$ cat src/rtl/uart_pkg.sv
// Shared UART transmitter types and line-level constants.
package uart_pkg;

  typedef enum logic [2:0] {
    IDLE   = 3'd0,
    START  = 3'd1,
    DATA   = 3'd2,
    PARITY = 3'd3,
    STOP   = 3'd4
  } state_t;

  localparam int   DATA_BITS   = 8;
  localparam logic IDLE_LEVEL  = 1'b1;
  localparam logic START_LEVEL = 1'b0;

endpackage

$ cat src/rtl/baud_gen.sv
// Bit-period down-counter: pulses bit_end in the last cycle of each serial bit.
module baud_gen #(
  parameter int CLKS_PER_BIT = 434
) (
  input  logic clk,
  input  logic rst,
  input  logic en,
  input  logic load,
  input  logic clear,
  output logic bit_end
);

  localparam int              CNT_W  = $clog2(CLKS_PER_BIT);
  localparam logic [CNT_W-1:0] RELOAD = CNT_W'(CLKS_PER_BIT - 1);

  logic [CNT_W-1:0] cnt;

  assign bit_end = en && (cnt == '0);

  // NOTE: sequential state uses non-blocking assignments so every register
  // samples pre-edge values and simulation matches the synthesized flops.
  always_ff @(posedge clk) begin
    if (rst || clear) begin
      cnt <= '0;
    end else if (load || bit_end) begin
      cnt <= RELOAD;
    end else if (cnt != '0) begin
      cnt <= cnt - 1'b1;
    end
  end

endmodule

$ cat src/rtl/uart_tx.sv
// 8N1 UART transmitter with valid/ready byte intake.
// Define UART_TX_PARITY_EN to append an even-parity bit (8E1 framing).
module uart_tx
  import uart_pkg::*;
#(
  parameter int CLKS_PER_BIT = 434
) (
  input  logic       clk,
  input  logic       rst,
  input  logic [7:0] valor,
  input  logic       valid,
  output logic       ready,
  output logic       tx,
  output logic       busy,
  output logic       done
);

  state_t     state;
  logic [7:0] shreg;
  logic [2:0] bit_idx;
  logic       bit_end;
  logic       accept;
`ifdef UART_TX_PARITY_EN
  logic       parity;
`endif

  assign ready  = (state == IDLE);
  assign busy   = ~ready;
  assign accept = valid && ready;

  baud_gen #(
    .CLKS_PER_BIT(CLKS_PER_BIT)
  ) u_baud_gen (
    .clk    (clk),
    .rst    (rst),
    .en     (busy),
    .load   (accept),
    .clear  (bit_end && (state == STOP)),
    .bit_end(bit_end)
  );

  always_ff @(posedge clk) begin
    if (rst) begin
      // NOTE: the shift register is a handful of flops, not a memory, so it is
      // reset along with the rest to give a fully known post-reset state.
      state   <= IDLE;
      tx      <= IDLE_LEVEL;
      shreg   <= '0;
      bit_idx <= '0;
      done    <= 1'b0;
`ifdef UART_TX_PARITY_EN
      parity  <= 1'b0;
`endif
    end else begin
      done <= 1'b0;
      case (state)
        IDLE: begin
          if (valid) begin
            shreg   <= valor;
            tx      <= START_LEVEL;
            bit_idx <= '0;
            state   <= START;
`ifdef UART_TX_PARITY_EN
            parity  <= ^valor;
`endif
          end
        end
        START: begin
          if (bit_end) begin
            tx    <= shreg[0];
            shreg <= shreg >> 1;
            state <= DATA;
          end
        end
        DATA: begin
          if (bit_end) begin
            // The 3-bit index rolls 7 -> 0 on the last data bit.
            bit_idx <= bit_idx + 1'b1;
            if (bit_idx == 3'(DATA_BITS - 1)) begin
`ifdef UART_TX_PARITY_EN
              tx    <= parity;
              state <= PARITY;
`else
              tx    <= IDLE_LEVEL;
              state <= STOP;
`endif
            end else begin
              tx    <= shreg[0];
              shreg <= shreg >> 1;
            end
          end
        end
`ifdef UART_TX_PARITY_EN
        PARITY: begin
          if (bit_end) begin
            tx    <= IDLE_LEVEL;
            state <= STOP;
          end
        end
`endif
        STOP: begin
          if (bit_end) begin
            state <= IDLE;
            done  <= 1'b1;
          end
        end
        default: begin
          state <= IDLE;
          tx    <= IDLE_LEVEL;
        end
      endcase
    end
  end

endmodule

$ cat config.mk
export PLATFORM = sky130hd
export DESIGN_NAME = uart_tx
export DESIGN_NICKNAME = d
export VERILOG_FILES = /design/src/rtl/uart_pkg.sv /design/src/rtl/baud_gen.sv /design/src/rtl/uart_tx.sv
export SDC_FILE = /design/constraint.sdc
export NUM_CORES = 1
export LEC_CHECK = 0
export CAP_MARGIN = 10
export CORE_UTILIZATION = 45
export CTS_CLUSTER_DIAMETER = 40
export CTS_CLUSTER_SIZE = 8
export DETAILED_ROUTE_END_ITERATION = 16
export PLACE_DENSITY_LB_ADDON = 0.12
export SLEW_MARGIN = 0
export SYNTH_ARGS = -nofsm -noshare
export SYNTH_HDL_FRONTEND = slang
export SYNTH_SLANG_ARGS = --single-unit
$ cat constraint.sdc
create_clock -name clk -period 6.3 [get_ports clk]
set_clock_uncertainty 0.2 [all_clocks]
set_input_delay 1.89 -clock clk [delete_from_list [all_inputs] [get_ports clk]]
set_output_delay 1.89 -clock clk [all_outputs]
set_load 0.1 [all_outputs]
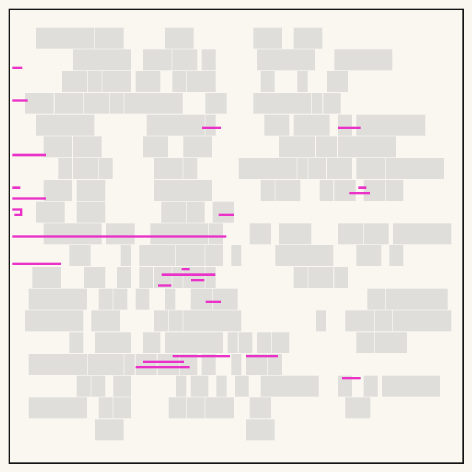
**Above:** run 1 (the metal 3 layer).
Scale: 8 px per um. Cells faint in the background.
wire length on this layer = 90.2 um
nets with wire on the layer = 16
total detailed-routing wirelength: 3040 um
routed vias: 1,187
met3 Track Usage GR: 0.0230

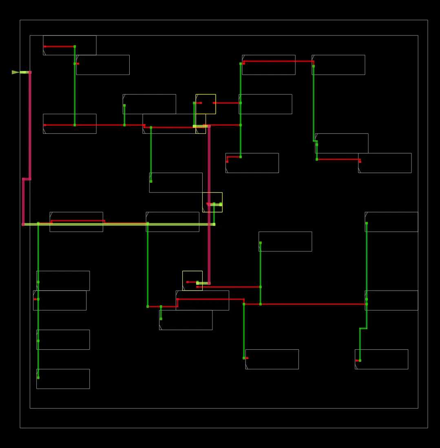
**Above:** run 1 (clock wiring as the flow saved it).
total clock network power: 72.0 uW
number of flip-flops and latches: 25
number of buffers created by CTS: 3

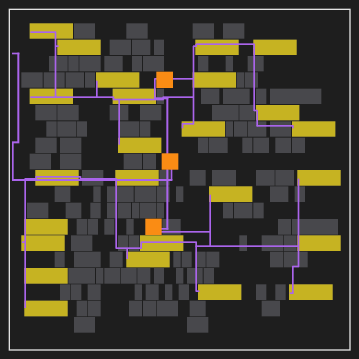
**Above:** run 1 (routed clock nets over the placement).
Scale: 6 px per um.
clock wires -> purple  # length 318 um
clock-net drivers -> orange  # count 3
flip-flops -> yellow  # count 25
routed clock nets = 4

==> notes.md, run 1 <==
Results of the full flow below.

Hold path:
- Looking at hold timing, the worst path starts from bit_idx[1].
- In the hold report, the worst path ends at bit_idx[1].

Logic synthesis:
- The run gives the post-synthesis adder-cell area fraction as 0.0374.
- The run puts the mux share of post-synthesis cell area at 0.0523.
- The run puts the area share of and/or/nand/nor cells after synthesis at 0.192.
- Of the combinational cells, the family taking the most area is AND-OR/OR-AND gates.

CTS:
- The run gives the hold-fix buffer count after cts as 0.

Run status:
- The flow ran to the end, and the final reports show no timing, DRC or antenna violations.

Floorplan:
- The run puts the top-level I/O count at 15.

Power and ir drop:
- Across the VDD grid, the largest voltage drop is 0.249 mV.
- The run puts the flip-flop and latch power at 247 uW.
- The run gives the top contributor to total power as combinational cells.
- The run gives the combinational cell fraction of total power as 0.498.
- The share of total power dissipated in sequential elements is 0.389.

Finish:
- In this run the layout overhead on the synthesized area is reported as 12.8%.
- The run gives the sequential share of cell area as 0.331.
- The run gives the number of nets in the layout as 172.
- Measured on the finished design, the core utilization comes to 0.543.
- The run gives the total of fill cells in the finished design as 265.

STA:
- The worst path needs 4560 ps of the cycle, external delays included.
- The run puts the transition time at the pin with the least slew margin at 975 ps.
- The run gives the number of pins exceeding their max-slew limit in the final report as 0.
- The run gives the tightest hold margin as 290 ps.

Routing:
- The run gives the wire length the detailed router placed on met1 as 1440 um.

Setup path:
- In this run the worst setup path begins at state[1].

Global route:
- The run gives the via count of the first global-routing pass as 1,107.

Placement:
- The run gives the placer congestion estimate as 0.746.
- The run gives the number of placed instances, taps included as 183.
**Run 1: cell density map**

Scale: 6 px per um. 11 x 11 tiles, from white (low) to dark blue (high), 0 to 100% covered.
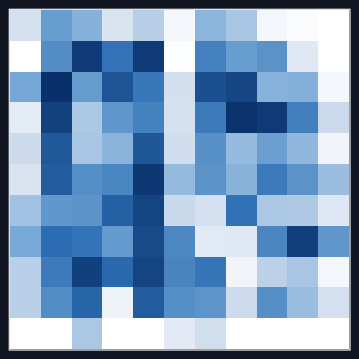

## Run 2: what changed since run 1
clock period = 4.1 ns   (was 6.3 ns; I/O delays follow)
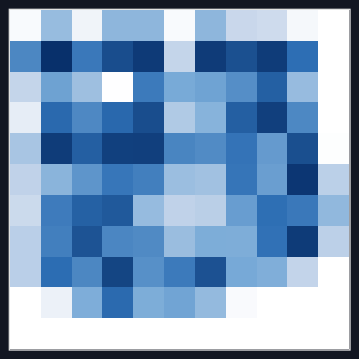
**Above:** run 2 (cell density map).
Scale: 6 px per um. 11 x 11 tiles, from white (low) to dark blue (high), 0 to 100% covered.
tiles over 75% full = 22%
emptiest ninth of the die = lower right
fullest tile = 100%
core region area: 2780 um^2
utilization after layout: 0.547
Core Density at Floorplan: 0.481

==> run 2 against run 1 <==
Against the previous run: sequential share of layout area down 0.25 points; area after synthesis unchanged; combinational power up 53%; non-clock buffer count up 1; count of clock-buffer cells in the layout unchanged; sequential power up 55%; utilization up 0.40 points; clock power up about 50%; global-route usage up 0.17 points; total power up 54%; critical path type unchanged.
==> notes.md, run 2 <==
Results of the full flow below.

Run status:
- The run finished with clean final reports.

Finish:
- The run puts the sequential share of cell area at 0.329.
- The layout has 261 filler cells.
- According to the cell report, flip-flops and latches in the layout number 25.
- The run puts the area added between synthesis and finish at 13.6%.
- At the end of the flow, the number of nets in the layout was 173.

Power and ir drop:
- The run gives the top contributor to total power as combinational cells.
- The power report attributes to the sequential group a share of 0.392.
- In this run, power in the clock network comes to 108 uW.
- The run gives the flip-flop and latch power as 383 uW.
- The run puts the worst supply voltage drop on vdd at 0.523 mV.
- The share of total power dissipated in combinational logic is 0.497.

STA:
- The run gives the transition time at the pin with the least slew margin as 959 ps.
- The run puts the shortest period the worst path allows at 3190 ps.
- Setup repair after global routing left no endpoint under its margin.
- Hold timing on the final database bottoms out at a slack of 292 ps.

Global route:
- The global routing report lists met3 layer usage as 0.0507.
- The run puts the via count of the first global-routing pass at 1,057.

CTS:
- The run gives the number of buffers created by CTS as 3.
- In this run, post-CTS hold repair placed 0 buffers.

Routing:
- Detailed routing inserted a total of 1,185 vias.
- The final layout contains routed wiring with a total length of 2890 um.
- The run gives the final antenna-violating net count as 0.

Hold path:
- The run gives the endpoint of the worst hold path as bit_idx[1].

Logic synthesis:
- The run puts the mux share of post-synthesis cell area at 0.0523.
- The run gives the combinational family with the most area after synthesis as AND-OR/OR-AND gates.
- The run gives the area share of and/or/nand/nor cells after synthesis as 0.192.
- Of the total synthesized cell area, the portion taken by full adders, half adders and majority gates is 0.0374.

Placement:
- The run gives the number of placed instances, taps included as 184.
- At the end of routability-driven placement, the weighted congestion stood at 0.778.

Setup path:
- The critical path starts at done.
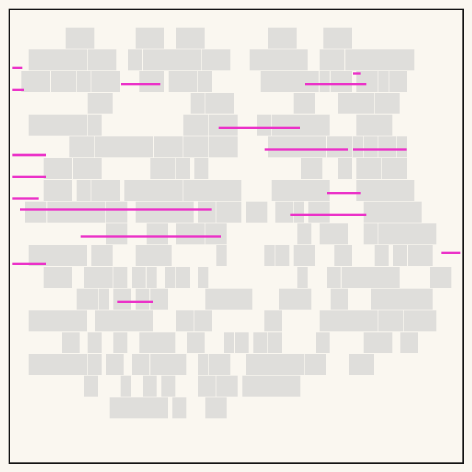
**Above:** run 2 (the metal 3 layer).
Scale: 8 px per um. Cells faint in the background.
main direction = horizontal
wire length on this layer = 116 um

**Run 2: routed clock nets over the placement**

Scale: 6 px per um.
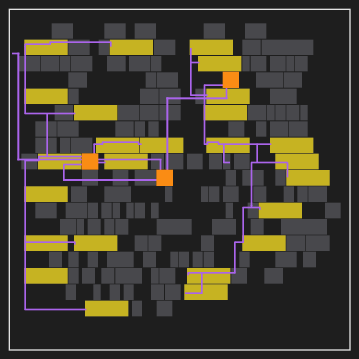

## Run 3: what changed since run 2
clock period = 2.68 ns   (was 4.1 ns; I/O delays follow)
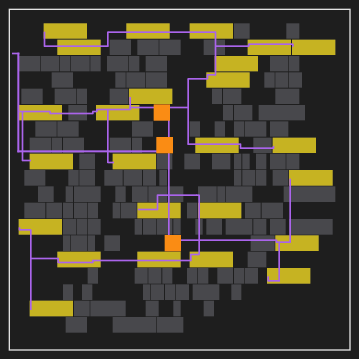
**Above:** run 3 (routed clock nets over the placement).
Scale: 6 px per um.
flip-flops -> yellow  # count 25
clock wires -> purple  # length 307 um
clock-net drivers -> orange  # count 3
flops lie = spread over the die
routed clock nets = 4
total clock network power: 174 uW
Clk Latency, worst-skew pair: 320 ps
share of power burned in the clock network: 0.115

==> run 3 against run 2 <==
Against the previous run: count of clock-buffer cells in the layout down 1; cell area up 3.7%; via count down 0.42%; clock power increased by 61%; synthesized cell count stayed put; largest power group unchanged; highest routed layer unchanged; utilization increased by 2.0 points; register-to-register slack lost 1400 ps; worst hold slack got worse by 1.6 ps.
==> notes.md, run 3 <==
Results of the full flow below.

Run status:
- The flow ran to the end, and the final reports show no timing, DRC or antenna violations.

STA:
- The run puts the number of pins exceeding their max-slew limit in the final report at 0.
- The run puts the worst path setup slack after routing at 223 ps.
- The run puts the highest clock frequency the design can meet at 0.407 GHz.
- Setup repair after global routing left no endpoint under its margin.
- The run gives the shortest period the worst path allows as 2460 ps.
- The most critical hold endpoint after final layout shows a slack of 291 ps.
- The run gives the transition time at the pin with the least slew margin as 584 ps.

Routing:
- The run puts the iteration tally of the first detailed-router pass at 4.
- The count of nets left with antenna violations once routing finished came out at 0.
- Summing over every cut layer, the via total after detailed routing is 1,180.
- The run gives the wire length after detailed routing as 2840 um.

Floorplan:
- The run gives the area of the core as 2780 um^2.
- The run gives the top-level I/O count as 15.
- The initial utilization of the core area, before any placement, comes to 0.481.

Flow run:
- The run gives the OpenROAD warning count as 28.

Placement:
- The run gives the placer congestion estimate as 0.805.
- The run puts the number of placed instances, taps included at 188.
- Input and output buffers added on the ports amount to 14.
- Prior to clock tree synthesis, the placed netlist has a worst setup slack of 118 ps.

Finish:
- Sequential cells placed in the final layout were counted as 25.
- The flow measured a signed area growth from synthesis to layout of 17.9%.
- The run gives the end-of-flow core utilization as 0.567.
- The run puts the sequential share of cell area at 0.317.
- The run gives the total of fill cells in the finished design as 259.
- The run gives the most used logic cell in the final layout as sky130_fd_sc_hd__dfxtp_1.

Power and ir drop:
- The largest part of the power goes to combinational cells.
- The run gives the combinational cell fraction of total power as 0.508.
- Combinational cells consume a total of 770 uW.
- The share of total power dissipated in sequential elements is 0.377.
- The highest supply drop recorded on VDD is 0.609 mV.
- Power attributed to sequential cells is 572 uW.

Hold path:
- In this run the most critical hold path is launched from bit_idx[1].
- Hold analysis lists the worst path endpoint as bit_idx[1].

Setup path:
- The run puts the required arrival time at the worst endpoint at 1680 ps.
- For reference, the critical path is launched at state[1].

Global route:
- The run puts the pin count of the biggest net entering global routing at 18.
- The via count of the first global-routing pass came to 1,115.

Logic synthesis:
- After synthesis, the largest family of logic cells by area is AND-OR/OR-AND gates.
- The run puts the mux share of post-synthesis cell area at 0.0523.
- The cell-mix breakdown from Yosys lists the simple-gate area share as 0.192.
- The run puts the post-synthesis adder-cell area fraction at 0.0374.
- The run gives the Yosys warning count as 0.

CTS:
- The run gives the count of buffers added by post-CTS timing repair for setup as 0.
- The run gives the clock tree from TritonCTS as built.
- The run puts the number of buffers created by CTS at 3.
- For this design, the CTS-stage hold fixing added 0 buffers.
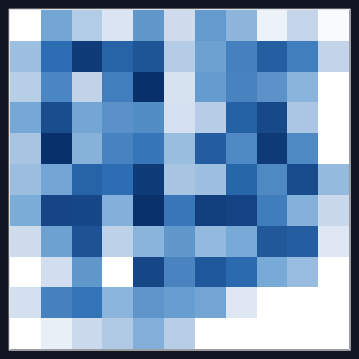
**Above:** run 3 (cell density map).
Scale: 6 px per um. 11 x 11 tiles, from white (low) to dark blue (high), 0 to 100% covered.
emptiest ninth of the die = lower right
nearly empty tiles = 13%
mean over tiles = 48%
tiles over 75% full = 23%

Power is estimated from default activity; no workload was simulated.
